$ cat src/rtl/pipe_rca.sv
// Pipelined ripple-carry adder/subtractor. The carry chain is cut into STAGES slices, with a
// signed-overflow flag, optional saturation and one global advance enable for backpressure.
module pipe_rca #(
    parameter int unsigned WIDTH  = 16,
    parameter int unsigned STAGES = 4
) (
    input  logic             clk,
    input  logic             rst_n,
    input  logic             in_valid,
    output logic             in_ready,
    input  logic [WIDTH-1:0] a,
    input  logic [WIDTH-1:0] b,
    input  logic             ci,
    input  logic             sub,
    input  logic             sat_en,
    output logic             out_valid,
    input  logic             out_ready,
    output logic [WIDTH-1:0] s,
    output logic             co,
    output logic             ovf
);

    if (STAGES < 1 || STAGES > WIDTH || (WIDTH % STAGES) != 0) begin : g_bad_params
        $error("pipe_rca: need 1 <= STAGES <= WIDTH and WIDTH a multiple of STAGES");
    end

    localparam int unsigned SW = WIDTH / STAGES;

    logic             adv;
    logic [WIDTH-1:0] b_eff;
    logic             c_eff;

    assign adv      = !out_valid || out_ready;
    assign in_ready = adv;
    assign b_eff    = sub ? ~b : b;
    assign c_eff    = sub ? 1'b1 : ci;

    // Intermediate stage k holds the low (k+1) sum slices plus the still-unadded operand bits.
    for (genvar k = 0; k < int'(STAGES) - 1; k++) begin : gen_stage
        localparam int unsigned Done = (k + 1) * SW;
        localparam int unsigned Rem  = WIDTH - Done;

        logic               v_in, c_in, sat_in;
        logic [Rem+SW-1:0]  a_in, b_in;
        logic [Done-1:0]    lo_in;
        logic [SW:0]        part;
        logic [Done-1:0]    sum_d;

        logic               v_q, c_q, sat_q;
        logic [Done-1:0]    sum_q;
        logic [Rem-1:0]     a_q, b_q;

        if (k == 0) begin : g_first
            assign v_in   = in_valid;
            assign c_in   = c_eff;
            assign sat_in = sat_en;
            assign a_in   = a;
            assign b_in   = b_eff;
            assign lo_in  = '0;
        end else begin : g_next
            assign v_in   = gen_stage[k-1].v_q;
            assign c_in   = gen_stage[k-1].c_q;
            assign sat_in = gen_stage[k-1].sat_q;
            assign a_in   = gen_stage[k-1].a_q;
            assign b_in   = gen_stage[k-1].b_q;
            assign lo_in  = Done'(gen_stage[k-1].sum_q);
        end

        assign part = {1'b0, a_in[SW-1:0]} + {1'b0, b_in[SW-1:0]} + (SW+1)'(c_in);

        always_comb begin
            sum_d = lo_in;
            sum_d[Done-1 -: SW] = part[SW-1:0];
        end

        always_ff @(posedge clk) begin
            if (!rst_n) begin
                v_q <= 1'b0;
            end else if (adv) begin
                v_q   <= v_in;
                c_q   <= part[SW];
                sat_q <= sat_in;
                sum_q <= sum_d;
                a_q   <= a_in[Rem+SW-1:SW];
                b_q   <= b_in[Rem+SW-1:SW];
            end
        end
    end

    logic             fin_valid, fin_sat, fin_c;
    logic [SW-1:0]    fin_a, fin_b;
    logic [WIDTH-1:0] fin_lo;

    if (STAGES == 1) begin : g_fin_direct
        assign fin_valid = in_valid;
        assign fin_sat   = sat_en;
        assign fin_c     = c_eff;
        assign fin_a     = a;
        assign fin_b     = b_eff;
        assign fin_lo    = '0;
    end else begin : g_fin_pipe
        assign fin_valid = gen_stage[STAGES-2].v_q;
        assign fin_sat   = gen_stage[STAGES-2].sat_q;
        assign fin_c     = gen_stage[STAGES-2].c_q;
        assign fin_a     = gen_stage[STAGES-2].a_q;
        assign fin_b     = gen_stage[STAGES-2].b_q;
        assign fin_lo    = WIDTH'(gen_stage[STAGES-2].sum_q);
    end

    logic [SW:0]      top;
    logic [WIDTH-1:0] raw_sum, sat_val, s_d;
    logic             a_msb, cin_msb, ovf_d;

    assign top     = {1'b0, fin_a} + {1'b0, fin_b} + (SW+1)'(fin_c);
    assign a_msb   = fin_a[SW-1];
    // Carry into the MSB recovered from the MSB sum bit: s = a ^ b ^ cin.
    assign cin_msb = fin_a[SW-1] ^ fin_b[SW-1] ^ top[SW-1];
    assign ovf_d   = cin_msb ^ top[SW];
    assign sat_val = a_msb ? (WIDTH'(1) << (WIDTH - 1)) : ~(WIDTH'(1) << (WIDTH - 1));

    always_comb begin
        raw_sum = fin_lo;
        raw_sum[WIDTH-1 -: SW] = top[SW-1:0];
        s_d = (fin_sat && ovf_d) ? sat_val : raw_sum;
    end

    logic             out_valid_q, co_q, ovf_q;
    logic [WIDTH-1:0] s_q;

    always_ff @(posedge clk) begin
        if (!rst_n) begin
            out_valid_q <= 1'b0;
            s_q         <= '0;
            co_q        <= 1'b0;
            ovf_q       <= 1'b0;
        end else if (adv) begin
            out_valid_q <= fin_valid;
            if (fin_valid) begin
                s_q   <= s_d;
                co_q  <= top[SW];
                ovf_q <= ovf_d;
            end
        end
    end

    assign out_valid = out_valid_q;
    assign s         = s_q;
    assign co        = co_q;
    assign ovf       = ovf_q;

endmodule

$ cat config.mk
export PLATFORM = sky130hd
export DESIGN_NAME = pipe_rca
export DESIGN_NICKNAME = d
export VERILOG_FILES = /design/src/rtl/pipe_rca.sv
export SDC_FILE = /design/constraint.sdc
export NUM_CORES = 1
export LEC_CHECK = 0
export CORE_MARGIN = 4
export CORE_UTILIZATION = 31
export DETAILED_ROUTE_END_ITERATION = 7
export PLACE_DENSITY = 0.5
export SETUP_SLACK_MARGIN = 0.4
export SYNTH_ARGS = -nofsm -noshare
export SYNTH_HDL_FRONTEND = slang
export SYNTH_SLANG_ARGS = --single-unit
$ cat constraint.sdc
create_clock -name clk -period 4.85 [get_ports clk]
set_clock_uncertainty 0.1 [all_clocks]
set_input_delay 0.485 -clock clk [delete_from_list [all_inputs] [get_ports clk]]
set_output_delay 0.485 -clock clk [all_outputs]
set_load 0.01 [all_outputs]
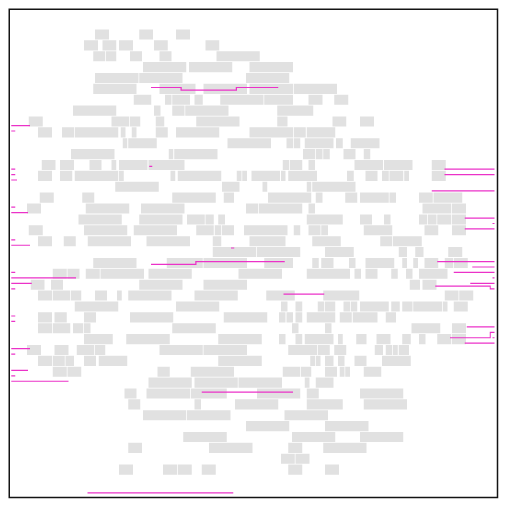
Fig. 1. Signal wires on met3.
Scale: 4 px per µm.
wire length on this layer = 331 µm
longest straight run = 36.1 µm
nets with wire on the layer = 38

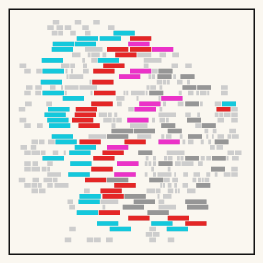
Fig. 2. Hierarchy map of the flops.
Scale: 2 px per µm. Other sequential cells in the stronger gray, the rest of the logic in the fainter gray.
red -> `gen_stage[1]`  # flops 27
magenta -> `gen_stage[2]`  # flops 12
cyan -> `gen_stage[0]`  # flops 31

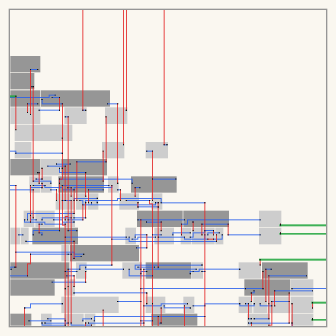
Fig. 3. Close-up of the layout.
Region (66, 66) to (116, 116) µm. Cells in gray, sequential cells in the stronger gray; small squares are vias.
green -> M3
red -> M2
blue -> M1
most frequent = o21ai_0 (16), dfxtp_1 (10), clkdlybuf4s50_1 (10)
cells with their middle in the window = 60
netlist names of flops here include = `s` (7), `gen_stage.sum_q` (4), `gen_stage.v_q` (2)
sequential cells in the window = 14

==> flow_summary_export.csv <==
group,metric,value,unit
grt,grt_use_met3,0.03389,
finish,logic_gate_count,133,
finish,layout.area.top_class,"flip-flops and latches",
power_and_ir_drop,p_total,1.856,mW
min_path,worstHoldStart,"gen_stage[0].b_q[10]$_DFFE_PP_",
synthesis,xor_area_frac,0.05462,
critical_path,r2r_start,"fin_c$_DFFE_PP_",
power_and_ir_drop,p_clk_frac,0.339,
finish,nonClkBufAreaFrac,0.1190,
route,wl_met2,2563,µm
synthesis,synth_top_area_share,0.5843,
floorplan,n_tap_cell,172,
job,tool_warnings,26,
status,status,"completed",
synthesis,yosys_warnings,0,
clocking,clock-sinks,100,
clocking,ctsResizeCount,0,
sta,holdWs,317.4,ps
route,wirelength,6007,µm
finish,utilization,0.3967,
sta,grt_setup_unrepaired,"false",
finish,layout.cells.most_common,"edfxtp_1",
finish,buffers,60,
finish,top_regs,"gen_stage.sum_q (24), gen_stage.a_q (20), gen_stage.b_q (20)",
min_path,min_to,"gen_stage[1].b_q[6]$_DFFE_PP_",
floorplan,initial_core_util,0.3177,
clocking,cts_buffers,9,
power_and_ir_drop,powerDensity,370.7,nW/µm²
finish,diodes,0,
min_path,hold_path.class,"reg2reg",
critical_path,cp.depth,7,
finish,sh_seq_area,0.5559,
synthesis,mux_share,0.007491,
route,top_layer_used,"met4",
route,met1_length,2974,µm
critical_path,endpoint,"gen_stage[0].c_q$_DFFE_PP_",
sta,finalSetupTns,0,ps
synthesis,synthArstFlopShare,0,
floorplan,die.size.y,121.7,µm
finish,comb_share,0.2172,
route,route.detailed.drc,0,
critical_path,required,4850,ps
floorplan,core-area,12620,µm²
synthesis,top_cell,"edfxtp_1",
